==> src/rtl/line_pkg.sv <==
// Shared types and widths for the line command sequencer.
// Optional macro CLEAR_SCREEN_EN adds the CLEAR state used by the screen-clear sweep.
package line_pkg;

  localparam int unsigned X_W = 9;
  localparam int unsigned Y_W = 8;
  localparam int unsigned C_W = 3;

  // One queued line request: endpoints plus colour (37 bits).
  typedef struct packed {
    logic [X_W-1:0] x0;
    logic [Y_W-1:0] y0;
    logic [X_W-1:0] x1;
    logic [Y_W-1:0] y1;
    logic [C_W-1:0] colour;
  } line_cmd_t;

  typedef enum logic [2:0] {
    IDLE      = 3'd0,
    START     = 3'd1,
    WAIT_DONE = 3'd2,
    RELEASE   = 3'd3
`ifdef CLEAR_SCREEN_EN
    ,
    CLEAR     = 3'd4
`endif
  } seq_state_t;

endpackage

==> src/rtl/line_cmd_fifo.sv <==
// Synchronous FIFO of line commands; head entry is visible combinationally on rd_data.
module line_cmd_fifo
  import line_pkg::*;
#(
  parameter int unsigned DEPTH = 4
) (
  input  logic                    clk,
  input  logic                    rst_n,
  input  logic                    push,
  input  line_cmd_t               wr_data,
  input  logic                    pop,
  output line_cmd_t               rd_data,
  output logic [$clog2(DEPTH):0]  count,
  output logic                    full,
  output logic                    empty
);

  localparam int unsigned AW    = $clog2(DEPTH);
  localparam int unsigned CNT_W = AW + 1;

  line_cmd_t          mem [DEPTH];
  logic [AW-1:0]      wr_ptr;
  logic [AW-1:0]      rd_ptr;
  logic [CNT_W-1:0]   count_q;
  logic               do_push;
  logic               do_pop;

  assign full    = (count_q == CNT_W'(DEPTH));
  assign empty   = (count_q == '0);
  assign do_push = push & ~full;
  assign do_pop  = pop & ~empty;
  assign rd_data = mem[rd_ptr];
  assign count   = count_q;

  // Pointer and occupancy tracking; pointers wrap naturally since DEPTH is a power of 2.
  always_ff @(posedge clk or negedge rst_n) begin
    if (!rst_n) begin
      wr_ptr  <= '0;
      rd_ptr  <= '0;
      count_q <= '0;
    end else begin
      if (do_push) wr_ptr <= wr_ptr + AW'(1);
      if (do_pop)  rd_ptr <= rd_ptr + AW'(1);
      case ({do_push, do_pop})
        2'b10:   count_q <= count_q + CNT_W'(1);
        2'b01:   count_q <= count_q - CNT_W'(1);
        default: count_q <= count_q;
      endcase
    end
  end

  // Storage array; contents are don't-care until written so no reset is needed.
  always_ff @(posedge clk) begin
    if (do_push) mem[wr_ptr] <= wr_data;
  end

endmodule

==> src/rtl/line_cmd_sequencer.sv <==
// Buffers line requests and issues them one at a time to the line drawer over a
// level start/done handshake, forcing start low between lines.
// Optional macro CLEAR_SCREEN_EN adds a full-screen clear sweep on the pixel path.
module line_cmd_sequencer
  import line_pkg::*;
#(
  parameter int unsigned DEPTH = 4
`ifdef CLEAR_SCREEN_EN
  ,
  parameter int unsigned SCREEN_W = 160,
  parameter int unsigned SCREEN_H = 120
`endif
) (
  input  logic                    clk,
  input  logic                    rst_n,
  input  logic                    cmd_valid,
  output logic                    cmd_ready,
  input  logic [X_W-1:0]          cmd_x0,
  input  logic [Y_W-1:0]          cmd_y0,
  input  logic [X_W-1:0]          cmd_x1,
  input  logic [Y_W-1:0]          cmd_y1,
  input  logic [C_W-1:0]          cmd_colour,
  output logic                    ld_start,
  output logic [X_W-1:0]          ld_x0,
  output logic [Y_W-1:0]          ld_y0,
  output logic [X_W-1:0]          ld_x1,
  output logic [Y_W-1:0]          ld_y1,
  output logic [C_W-1:0]          ld_colour,
  input  logic                    ld_done,
  output logic                    busy,
  output logic [$clog2(DEPTH):0]  fifo_count,
  output logic [15:0]             lines_drawn
`ifdef CLEAR_SCREEN_EN
  ,
  input  logic                    clear_req,
  output logic [X_W-1:0]          pix_x,
  output logic [Y_W-1:0]          pix_y,
  output logic [C_W-1:0]          pix_colour,
  output logic                    pix_plot,
  input  logic [X_W-1:0]          drw_x,
  input  logic [Y_W-1:0]          drw_y,
  input  logic [C_W-1:0]          drw_colour,
  input  logic                    drw_plot
`endif
);

  seq_state_t state_q;
  seq_state_t state_d;
  logic       ld_start_d;
  logic       pop;
  logic       line_done;
  logic       fifo_full;
  logic       fifo_empty;
  line_cmd_t  cmd_in;
  line_cmd_t  fifo_head;
  line_cmd_t  ld_cmd_q;

`ifdef CLEAR_SCREEN_EN
  logic [X_W-1:0] clr_x;
  logic [X_W-1:0] clr_x_d;
  logic [Y_W-1:0] clr_y;
  logic [Y_W-1:0] clr_y_d;
  logic           in_clear;
`endif

  assign cmd_in = '{x0: cmd_x0, y0: cmd_y0, x1: cmd_x1, y1: cmd_y1, colour: cmd_colour};

  // Ready depends only on occupancy, so a pop in the same cycle cannot unblock a full FIFO.
  assign cmd_ready = ~fifo_full;

  line_cmd_fifo #(
    .DEPTH (DEPTH)
  ) u_fifo (
    .clk     (clk),
    .rst_n   (rst_n),
    .push    (cmd_valid & cmd_ready),
    .wr_data (cmd_in),
    .pop     (pop),
    .rd_data (fifo_head),
    .count   (fifo_count),
    .full    (fifo_full),
    .empty   (fifo_empty)
  );

  // Next-state logic; ld_start_d is the value ld_start takes after this edge.
  always_comb begin
    state_d    = state_q;
    ld_start_d = 1'b0;
    pop        = 1'b0;
    line_done  = 1'b0;
`ifdef CLEAR_SCREEN_EN
    clr_x_d    = clr_x;
    clr_y_d    = clr_y;
`endif
    case (state_q)
      IDLE: begin
`ifdef CLEAR_SCREEN_EN
        if (clear_req) begin
          state_d = CLEAR;
          clr_x_d = '0;
          clr_y_d = '0;
        end else
`endif
        if (!fifo_empty) begin
          pop        = 1'b1;
          ld_start_d = 1'b1;
          state_d    = START;
        end
      end
      START: begin
        ld_start_d = 1'b1;
        state_d    = WAIT_DONE;
      end
      WAIT_DONE: begin
        if (ld_done) begin
          line_done = 1'b1;
          state_d   = RELEASE;
        end else begin
          ld_start_d = 1'b1;
        end
      end
      RELEASE: begin
        if (!ld_done) state_d = IDLE;
      end
`ifdef CLEAR_SCREEN_EN
      CLEAR: begin
        if (clr_x == X_W'(SCREEN_W - 1)) begin
          clr_x_d = '0;
          if (clr_y == Y_W'(SCREEN_H - 1)) begin
            clr_y_d = '0;
            state_d = IDLE;
          end else begin
            clr_y_d = clr_y + Y_W'(1);
          end
        end else begin
          clr_x_d = clr_x + X_W'(1);
        end
      end
`endif
      default: state_d = IDLE;
    endcase
  end

  // State and start registers; reset drops start immediately.
  always_ff @(posedge clk or negedge rst_n) begin
    if (!rst_n) begin
      state_q  <= IDLE;
      ld_start <= 1'b0;
    end else begin
      state_q  <= state_d;
      ld_start <= ld_start_d;
    end
  end

  // Command presented to the drawer; held from one pop until the next.
  always_ff @(posedge clk or negedge rst_n) begin
    if (!rst_n) begin
      ld_cmd_q <= '0;
    end else if (pop) begin
      ld_cmd_q <= fifo_head;
    end
  end

  // Completed-line counter, wraps at 16 bits.
  always_ff @(posedge clk or negedge rst_n) begin
    if (!rst_n) begin
      lines_drawn <= '0;
    end else if (line_done) begin
      lines_drawn <= lines_drawn + 16'd1;
    end
  end

  assign ld_x0     = ld_cmd_q.x0;
  assign ld_y0     = ld_cmd_q.y0;
  assign ld_x1     = ld_cmd_q.x1;
  assign ld_y1     = ld_cmd_q.y1;
  assign ld_colour = ld_cmd_q.colour;
  assign busy      = (state_q != IDLE) | ~fifo_empty;

`ifdef CLEAR_SCREEN_EN
  // Sweep position: x inner, y outer.
  always_ff @(posedge clk or negedge rst_n) begin
    if (!rst_n) begin
      clr_x <= '0;
      clr_y <= '0;
    end else begin
      clr_x <= clr_x_d;
      clr_y <= clr_y_d;
    end
  end

  // Pixel path: clear sweep overrides the drawer only while in CLEAR.
  assign in_clear   = (state_q == CLEAR);
  assign pix_x      = in_clear ? clr_x : drw_x;
  assign pix_y      = in_clear ? clr_y : drw_y;
  assign pix_colour = in_clear ? '0    : drw_colour;
  assign pix_plot   = in_clear ? 1'b1  : drw_plot;
`endif

endmodule

==> config.mk <==
export PLATFORM = sky130hd
export DESIGN_NAME = line_cmd_sequencer
export DESIGN_NICKNAME = d
export VERILOG_FILES = /design/src/rtl/line_pkg.sv /design/src/rtl/line_cmd_fifo.sv /design/src/rtl/line_cmd_sequencer.sv
export SDC_FILE = /design/constraint.sdc
export NUM_CORES = 1
export LEC_CHECK = 0
export CELL_PAD_IN_SITES_DETAIL_PLACEMENT = 0
export CELL_PAD_IN_SITES_GLOBAL_PLACEMENT = 1
export CORE_MARGIN = 2
export CORE_UTILIZATION = 30
export DETAILED_ROUTE_END_ITERATION = 12
export HOLD_SLACK_MARGIN = 0.1
export MAX_ROUTING_LAYER = met4
export PLACE_DENSITY_LB_ADDON = 0.1
export SETUP_SLACK_MARGIN = 0.5
export SYNTH_ARGS = -nofsm -noshare
export SYNTH_HDL_FRONTEND = slang
export SYNTH_SLANG_ARGS = --single-unit
==> constraint.sdc <==
create_clock -name clk -period 4.5 [get_ports clk]
set_clock_uncertainty 0.15 [all_clocks]
set_input_delay 0.9 -clock clk [delete_from_list [all_inputs] [get_ports clk]]
set_output_delay 0.9 -clock clk [all_outputs]
set_load 0.02 [all_outputs]
Fig. 1: signal metal coverage by tile
Scale bar: 50 um. 33 x 33 tiles, from dark purple (low) to yellow (high), scaled to the fullest tile. Values are wire area over tile area, all layers added.
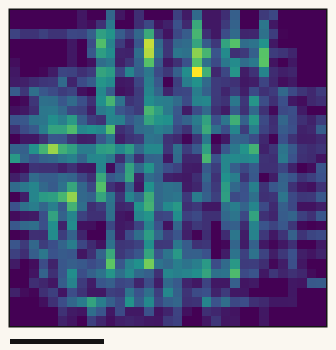
mean over tiles: 0.086
nearly empty tiles: 15%
emptiest ninth of the die: bottom right
densest ninth of the die: left middle
fullest tile: 0.38
tiles over half the peak: 8.3%

Fig. 2: I/O nets highlighted
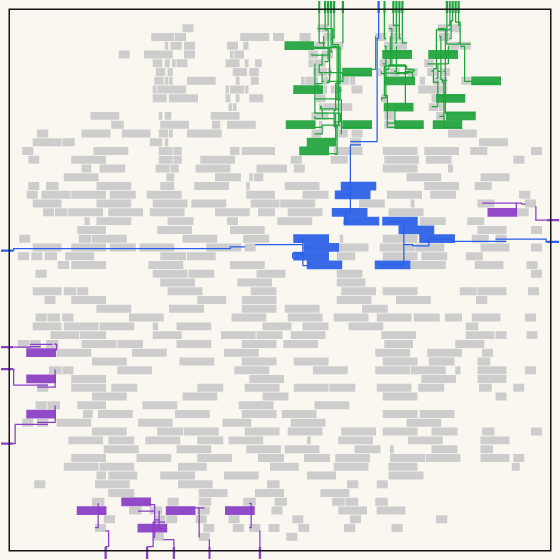
[green] lines_drawn | bits: 16 | direction: output | edge: top | end cells: 16 | wire: 753 um
[blue] cmd_colour | bits: 3 | direction: input | edge: 1 right, 1 left, 1 top | end cells: 12 | wire: 276 um
[purple] ld_x0 | bits: 9 | direction: output | edge: 5 bottom, 3 left, 1 right | end cells: 9 | wire: 193 um
I/O Buffers: 99
boundary pin count: 100

Fig. 3: cells colored by class
Scale bar: 50 um.
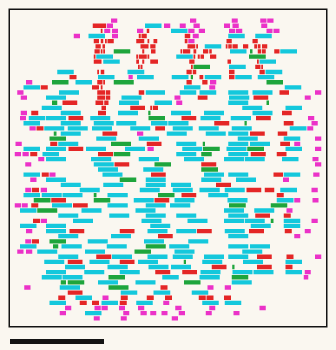
[cyan] flip-flops | cells: 211
[red] all other logic | cells: 161
[green] clock drivers and dummy loads | cells: 44
[magenta] other buffers and delay cells | cells: 100
flop share of the area: 0.590
final instance area: 10,200 um2
Core Util, Final: 0.391
number of cell rows: 59

==> out/qor.csv <==
stage,metric,value,unit
status,status,"complete, but fails checks",
status,failed_checks,DRC,
setup_path,crit_fanout,4,
final_layout,num-multi-input-gates,152,
synth,topCombFamilyByArea,multiplexers,
global_routing,first_global_vias,4230,
synth,adder_share,0.0181,
setup_path,max_stage_delay,0.60,ns
synth,ys_area,8020,um2
setup_path,cp-endpoint,busy,
setup_path,reg2reg_to,u_fifo.count[2]$_DFFE_PN0P_,
synth,post-synth-top-area-cell,edfxtp_1,
cts,root_buffer,clkbuf_16,
setup_path,worst_ep_required_time,3.45,ns
final_layout,layout-drive-gt1-share,0.244,
cts,hold_buffers,0,
power_and_ir_drop,netSwitchingPower,2.12,mW
setup_path,cpMaxStageDelayCell,clkdlybuf4s50_1,
synth,syn_inst,384,
route,drc_errors,6,
final_layout,logic_area,1880,um2
final_timing,worst_pin_slew,1.03,ns
final_timing,holdWs,0.334,ns
final_layout,inv_count,9,
setup_path,cp.depth,4,
final_timing,setup_viol,0,
route,drt.antenna.violating_nets,0,
synth,netlist.area_leader.share,0.554,
global_routing,grt_max_degree,64,
power_and_ir_drop,power.internal,5.09,mW
floorplan,die-area,28000,um2
min_path,hp-start,lines_drawn[15]$_DFFE_PN0P_,
synth,topCellsByArea,"edfxtp_1 (55%), dfrtp_1 (20%), mux4_2 (10%)",
final_layout,ff_count,211,
floorplan,chipHeight,167,um
synth,synth_stat.cells,384,
cts,cts_sinks,211,
min_path,worstHoldPathCells,1,
power_and_ir_drop,irDropWorstVdd,0.000369,V
synth,synthMuxAreaShare,0.163,
power_and_ir_drop,leakagePower,3.63,nW
final_layout,clk_share,0.0824,
floorplan,core-area,26100,um2
cts,cts_max_path_buffers,3,
final_timing,fin_crit_sh,0.661,
floorplan,taps,335,
route,first_pass_iters,10,
final_layout,diodes,2,
floorplan,fp_util,0.307,
power_and_ir_drop,total_power,7.21,mW
power_and_ir_drop,p_clk_frac,0.282,
setup_path,crit_type,reg2out,
final_layout,sh_comb_area,0.185,
setup_path,startpoint,state_q[0]$_DFFE_PN0P_,
synth,synth_cell_types,29,
final_layout,largest_cell_class,sequential cells,
synth,flop_cell,edfxtp_1,
cts,cts_buffers,24,
synth,edf_count,148,
cts,htree_levels,1,
final_timing,hold_violations,0,
min_path,min_path_type,reg2reg,
synth,top_cell,edfxtp_1,
place,postPlaceCellArea,9360,um2
final_layout,regMostFlops,u_fifo.mem,
setup_path,end_kind,primary output,
power_and_ir_drop,pg_clk,2.03,mW
min_path,whs_endpoint,lines_drawn[15]$_DFFE_PN0P_,
setup_path,rr_worst_depth,10,
final_timing,drv_slew,0,
setup_path,reg2reg_from,u_fifo.count[0]$_DFFE_PN0P_,
cts,postCtsSetupBuffers,0,
synth,top_cells_by_count,"edfxtp_1 (148), dfrtp_1 (63), mux4_2 (37)",
place,place_congestion,0.727,
final_layout,signal_buffers,100,
final_layout,top_regs,"u_fifo.mem: 148 flops, lines_drawn: 16 flops",
route,drt_iter0_markers,161,
synth,syn_area,8020,um2
cts,path_clk_slew,0.07,ns
Fig. 4: cell sizes after repair
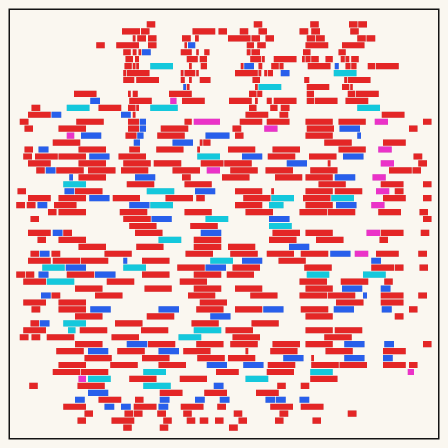
[red] drive 1 or less | cells: 390 | most used: edfxtp_1
[cyan] drive 6 and up | cells: 31 | most used: clkbuf_16
[blue] drive 2 | cells: 80 | most used: mux4_2
[magenta] drive 3 to 4 | cells: 15 | most used: mux2_4

Fig. 5: track usage over the die
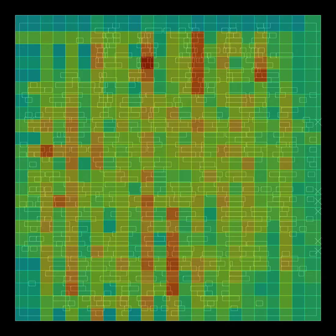
routed wire length per instance: 18.1 um
met1 GRT Util: 0.149
GRT Total Usage: 0.117
grt met2 use: 0.189

==> placed cells by master, fill, tap and decap left out, drive strengths merged, types with 2 or more instances in the layout <==
| cell type | count |
|---|---|
| mux4 | 37 |
| mux2 | 39 |
| and3 | 7 |
| nor3 | 3 |
| nand2 | 10 |
| nand3 | 5 |
| xnor2 | 15 |
| xor2 | 6 |
| nand4 | 4 |
| inv | 10 |
| ha | 10 |
| buf | 2 |
| clkinv | 13 |
| clkbuf | 25 |
| clkdlybuf4s50 | 98 |
| diode | 2 |
| nor2 | 6 |
| o21ai | 2 |
| dfrtp | 63 |
| edfxtp | 148 |
| bufinv | 5 |
==> metal layers <==
metal,wire [um],vias to the layer above
met2,7520,81
li1,-,1729
met5,0,-
met1,6810,1981
met4,437,0
met3,683,28
